Figure 1. Placed cells, one color a class.
Bar = 20 microns.
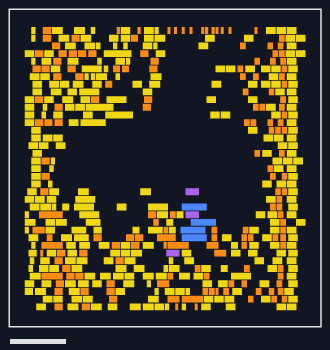
Figure 2. M2 wires.
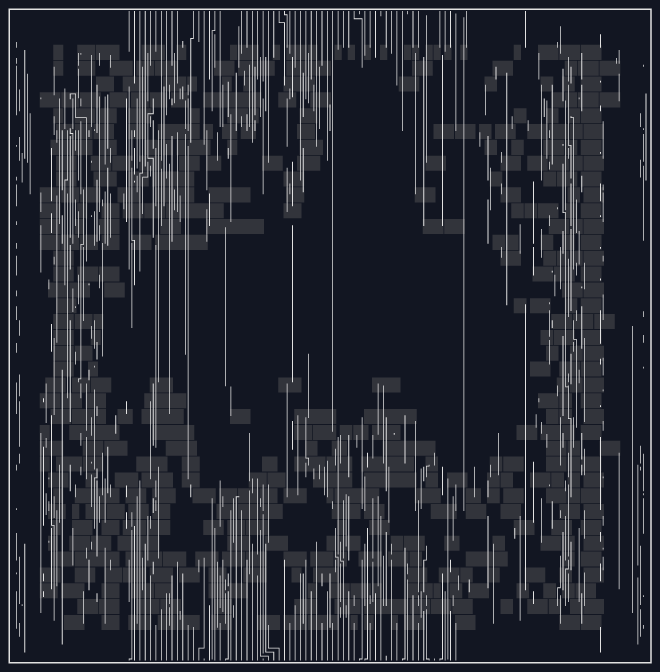
Figure 3. Cell placement.
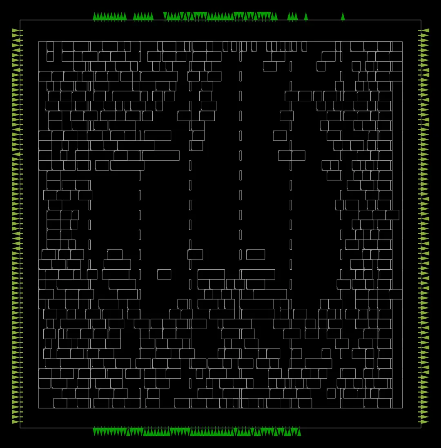
Figure 4. Gate-type map.
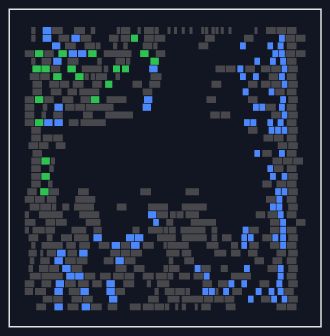
[src/rtl/sram_arb_pkg.sv]
// Shared types and helpers for the SRAM port arbiter.
// Latency: n/a (types and a pure function only).
// Backpressure: n/a.
package sram_arb_pkg;

  // Which port a registered response belongs to.
  typedef enum logic [1:0] {
    OWNER_NONE  = 2'd0,
    OWNER_INSTR = 2'd1,
    OWNER_DATA  = 2'd2
  } owner_e;

  // One tracker entry per grant: who gets the rvalid and whether it is an error.
  typedef struct packed {
    owner_e owner;
    logic   err;
  } resp_t;

  // True when addr falls inside the power-of-two window [start, start+size).
  function automatic logic in_range(input logic [31:0] addr,
                                    input logic [31:0] start,
                                    input logic [31:0] size);
    return (addr & ~(size - 32'd1)) == start;
  endfunction

endpackage

[src/rtl/sram_arb_resp.sv]
// Response tracker: registers {owner, err, write} per grant and demuxes the SRAM read data.
// Latency: rvalid exactly one cycle after the grant; back-to-back grants give back-to-back rvalids.
// Backpressure: none; the core always accepts responses.
// Ports: clk_sys/rst_sys_n; resp_i/wr_i = this cycle's grant; mem_rdata_i = SRAM data;
//        instr_*/data_* rvalid, rdata, err outputs to the core.
module sram_arb_resp
  import sram_arb_pkg::*;
(
  input  logic        clk_sys,
  input  logic        rst_sys_n,
  input  resp_t       resp_i,
  input  logic        wr_i,
  input  logic [31:0] mem_rdata_i,
  output logic        instr_rvalid_o,
  output logic [31:0] instr_rdata_o,
  output logic        instr_err_o,
  output logic        data_rvalid_o,
  output logic [31:0] data_rdata_o,
  output logic        data_err_o
);

  resp_t       resp_d, resp_q;
  logic        wr_d, wr_q;
  logic [31:0] rdata;

  always_comb begin
    resp_d = resp_i;
    wr_d   = wr_i;
  end

  // Reset discards any pending response, so no rvalid follows a reset.
  always_ff @(posedge clk_sys or negedge rst_sys_n) begin
    if (!rst_sys_n) begin
      resp_q <= '{owner: OWNER_NONE, err: 1'b0};
      wr_q   <= 1'b0;
    end else begin
      resp_q <= resp_d;
      wr_q   <= wr_d;
    end
  end

  always_comb begin
    // Errors and writes return zero data; only clean reads pass SRAM data through.
    rdata = 32'h0;
    if (resp_q.owner != OWNER_NONE && !resp_q.err && !wr_q) begin
      rdata = mem_rdata_i;
    end
    instr_rvalid_o = (resp_q.owner == OWNER_INSTR);
    data_rvalid_o  = (resp_q.owner == OWNER_DATA);
    instr_rdata_o  = instr_rvalid_o ? rdata : 32'h0;
    data_rdata_o   = data_rvalid_o ? rdata : 32'h0;
    instr_err_o    = instr_rvalid_o & resp_q.err;
    data_err_o     = data_rvalid_o & resp_q.err;
  end

endmodule

[src/rtl/sram_port_arbiter.sv]
// Shares one single-port SRAM between the Ibex fetch port and the LSU data port.
// Latency: grant combinational (zero cycles); response one cycle after grant.
// Backpressure: losing port sees gnt=0 and holds its request; out-of-range requests are granted with err.
// Ports: clk_sys/rst_sys_n; instr_* fetch request/response; data_* LSU request/response;
//        mem_* SRAM request, mem_rdata_i SRAM read data (valid one cycle after mem_req_o).
// Build option: define SRAM_ARB_STARVE_GUARD_EN to bound instruction starvation to StarveLimit data
//               grants; undefined gives fixed data-first priority.
module sram_port_arbiter
  import sram_arb_pkg::*;
#(
  parameter logic [31:0] MemStart    = 32'h0000_0000,
  parameter int unsigned MemSize     = 65536,
  parameter int unsigned StarveLimit = 4
) (
  input  logic        clk_sys,
  input  logic        rst_sys_n,
  input  logic        instr_req_i,
  input  logic [31:0] instr_addr_i,
  output logic        instr_gnt_o,
  output logic        instr_rvalid_o,
  output logic [31:0] instr_rdata_o,
  output logic        instr_err_o,
  input  logic        data_req_i,
  input  logic        data_we_i,
  input  logic [3:0]  data_be_i,
  input  logic [31:0] data_addr_i,
  input  logic [31:0] data_wdata_i,
  output logic        data_gnt_o,
  output logic        data_rvalid_o,
  output logic [31:0] data_rdata_o,
  output logic        data_err_o,
  output logic        mem_req_o,
  output logic        mem_we_o,
  output logic [3:0]  mem_be_o,
  output logic [31:0] mem_addr_o,
  output logic [31:0] mem_wdata_o,
  input  logic [31:0] mem_rdata_i
);

  logic  instr_win, data_win;
  logic  instr_ok, data_ok;
  resp_t resp_nxt;
  logic  wr_nxt;

  assign instr_ok = in_range(instr_addr_i, MemStart, MemSize);
  assign data_ok  = in_range(data_addr_i, MemStart, MemSize);

`ifdef SRAM_ARB_STARVE_GUARD_EN
  localparam int unsigned      StarveW   = $clog2(StarveLimit + 1);
  localparam logic [StarveW-1:0] StarveMax = StarveW'(StarveLimit);

  logic [StarveW-1:0] starve_d, starve_q;

  always_comb begin
    // Data wins ties until it has taken StarveLimit grants over a waiting fetch.
    data_win  = data_req_i && !(instr_req_i && (starve_q == StarveMax));
    instr_win = instr_req_i && !data_win;
    starve_d  = starve_q;
    if (!instr_req_i || instr_win) begin
      starve_d = '0;
    end else if (data_win && (starve_q != StarveMax)) begin
      starve_d = starve_q + StarveW'(1);
    end
  end

  always_ff @(posedge clk_sys or negedge rst_sys_n) begin
    if (!rst_sys_n) begin
      starve_q <= '0;
    end else begin
      starve_q <= starve_d;
    end
  end
`else
  // Fixed priority: the starvation limit has no effect in this build.
  logic unused_starve_limit;
  assign unused_starve_limit = ^StarveLimit;

  always_comb begin
    data_win  = data_req_i;
    instr_win = instr_req_i && !data_req_i;
  end
`endif

  assign instr_gnt_o = instr_win;
  assign data_gnt_o  = data_win;

  always_comb begin
    mem_req_o   = 1'b0;
    mem_we_o    = 1'b0;
    mem_be_o    = 4'h0;
    mem_addr_o  = 32'h0;
    mem_wdata_o = 32'h0;
    resp_nxt    = '{owner: OWNER_NONE, err: 1'b0};
    wr_nxt      = 1'b0;
    // Out-of-range winners are still granted, but never reach the SRAM.
    if (data_win) begin
      resp_nxt = '{owner: OWNER_DATA, err: !data_ok};
      wr_nxt   = data_we_i;
      if (data_ok) begin
        mem_req_o   = 1'b1;
        mem_we_o    = data_we_i;
        mem_be_o    = data_be_i;
        mem_addr_o  = data_addr_i;
        mem_wdata_o = data_wdata_i;
      end
    end else if (instr_win) begin
      resp_nxt = '{owner: OWNER_INSTR, err: !instr_ok};
      if (instr_ok) begin
        mem_req_o  = 1'b1;
        mem_be_o   = 4'hF;
        mem_addr_o = instr_addr_i;
      end
    end
  end

  sram_arb_resp u_resp (
    .clk_sys        (clk_sys),
    .rst_sys_n      (rst_sys_n),
    .resp_i         (resp_nxt),
    .wr_i           (wr_nxt),
    .mem_rdata_i    (mem_rdata_i),
    .instr_rvalid_o (instr_rvalid_o),
    .instr_rdata_o  (instr_rdata_o),
    .instr_err_o    (instr_err_o),
    .data_rvalid_o  (data_rvalid_o),
    .data_rdata_o   (data_rdata_o),
    .data_err_o     (data_err_o)
  );

endmodule

[config.mk]
export PLATFORM = sky130hd
export DESIGN_NAME = sram_port_arbiter
export DESIGN_NICKNAME = d
export VERILOG_FILES = /design/src/rtl/sram_arb_pkg.sv /design/src/rtl/sram_arb_resp.sv /design/src/rtl/sram_port_arbiter.sv
export SDC_FILE = /design/constraint.sdc
export NUM_CORES = 1
export LEC_CHECK = 0
export CAP_MARGIN = 20
export CORE_AREA = 5 5 105 107
export DETAILED_ROUTE_END_ITERATION = 6
export DIE_AREA = 0 0 110 112
export SYNTH_ARGS = -nofsm -noshare
export SYNTH_HDL_FRONTEND = slang
export SYNTH_SLANG_ARGS = --single-unit
[constraint.sdc]
create_clock -name clk_sys -period 3.4 [get_ports clk_sys]
set_input_delay 1.02 -clock clk_sys [delete_from_list [all_inputs] [get_ports clk_sys]]
set_output_delay 1.02 -clock clk_sys [all_outputs]
set_load 0.005 [all_outputs]
==> flow_summary.yaml <==
# flow metrics
timing:
  finalHoldViolations: 0
  hold_slack_ns: 1.002
  final.setup.worst_slack_ns: -0.09365
  final_max_slew_viol_count: 0
  max_freq_mhz: 286.2
  setup_viol: 36
synth:
  synthesis.area_sq_um: 1236
  top_area_cell: "and2_1"
  synth-edff-count: 0
  ys_area_sq_um: 1236
routing:
  drt_iter0_markers: 49
  avgViaCountPerCell: 3.901
  drtPass1Iterations: 2
  drc: 0
  wl_per_cell_microns: 16.24
  detail-route-antenna-nets: 0
global_routing:
  grt_max_degree: 28
  grt_pass1_wl_mm: 13.40
  grt_antenna_before_repair: 0
  overflow: 0
  grt_pass1_vias: 2384
run_status:
  violations: "negative setup slack"
  status: "finished with violations"
pwr:
  ir_worst_vdd_mv: 0.07316
  p_per_area_nw_per_um2: 85.24
  leakage_nw: 1.943
clock_network:
  cts-root-buf: "clkbuf_8"
  numCtsBuffers: 3
  cts.clk_slew.worst_paths_ns: 0.03
  tritoncts: "built"
  holdBufCountCts: 0
cells_and_area:
  post-route-util_pct: 44.09
  area_growth_pct: 258.3
  drive_above_1_share_pct: 34.07
floorplanning:
  pin_count: 277
  dieHeight_microns: 112
  die-area_sq_um: 12320
  initial_core_util_pct: 12.31
place:
  dp_hpwl_mm: 7.865
  portBuffers: 260
critical_path:
  crit_start: "data_addr_i[28]"
  crit_arrival_ns: 2.47
  path_max_fanout: 8
  endpoint: "mem_addr_o[1]"
run:
  drv_cap: 0
Notes on Figure 1 above:
blue -> flops  # cells 4, share of their area 2.4%
purple -> clock drivers  # cells 3, share of their area 0.97%
yellow -> other buffers and delay cells  # cells 289, share of their area 69%
orange -> combinational and other logic  # cells 156, share of their area 28%
design area: 4429 sq um
std cell rows: 37

Notes on Figure 2 above:
main direction = vertical
wire length on this layer = 5250 microns
longest straight run = 84.7 microns
drt total wl: 9.552 mm
Vias: 2294
met2 usage: 28.16%

Notes on Figure 3 above:
TAP cells: 136
Non-Filler Instances: 588
fraction of area in registers: 2.260%
final-layout fill cell count: 1018

Notes on Figure 4 above:
blue -> AND and OR gates  # cells 101, most used and2_1, where widely spread
green -> AND-OR and OR-AND gates  # cells 20, most used a22o_1, where top left
most frequent logic cell in the layout: clkdlybuf4s50_1
logic share of the area: 26.67%

## layer usage
metal	global-route usage (%)	up-vias	part of all wire, %
met5	0	-	0
met4	2.909	0	1.3
met3	5.275	10	14
met2	28.16	171	55
met1	12.90	1009	30
li1	-	1104	-
## cells in the mapped netlist (2+ instances only)
cell type  instances
buf_2              2
dfrtp_1            4
nor2_1             2
nand4_1            2
a21o_1             4
and2_1           100
buf_4             19
clkbuf_1           6
clkbuf_2           3
a22o_1            16
nor2b_1            3
nor4_1             6
nor3b_1            3
## metrics by stage
| stage | area, sq um | power (W) |
|---|---|---|
| 6_report | 4429 | 0.0003776 |
| 5_1_grt | 4429 | 0.0004005 |
| 4_1_cts | 4240 | 0.0003776 |
| 3_5_place_dp | 3995 | 0.0002777 |
| 3_3_place_gp | 3995 | 0.0002753 |
| 2_1_floorplan | 1292 | 0.00009022 |
## registers in the layout, indices dropped and copies added (netlist names)
signal / flops
u_resp.resp_q: 3
u_resp.wr_q: 1
## cell families after synthesis
family | after synthesis | share of synthesized area, %
other | 1 | 0.3034
buffers and inverters | 30 | 15.38
flip-flops | 4 | 8.097
AND/OR/NAND/NOR | 119 | 62.04
AND-OR/OR-AND | 21 | 14.17
## critical path: stages
cell             delay, ns
clkdlybuf4s50_1       0.44
nor4_4                0.29
buf_6                 0.15
buf_6                 0.11
buf_12                0.11
buf_16                0.12
a22o_1                0.12
buf_2                 0.11
## power by group
part	switching [W]	total, W	internal (W)
logic	0.0000607	0.000226	0.000165
clock network	0.0000240	0.0000994	0.0000754
registers	0.00000179	0.0000522	0.0000504
## final cells by class
type,instances,area [sq um],share of cell area (%)
timing repair buffer,289,2937,66.30
multi-input combinational,156,1181,26.67
sequential,4,100.1,2.260
clock buffer,3,41.29,0.9322
tap,136,170.2,3.842
Power and IR drop assume default switching activity.
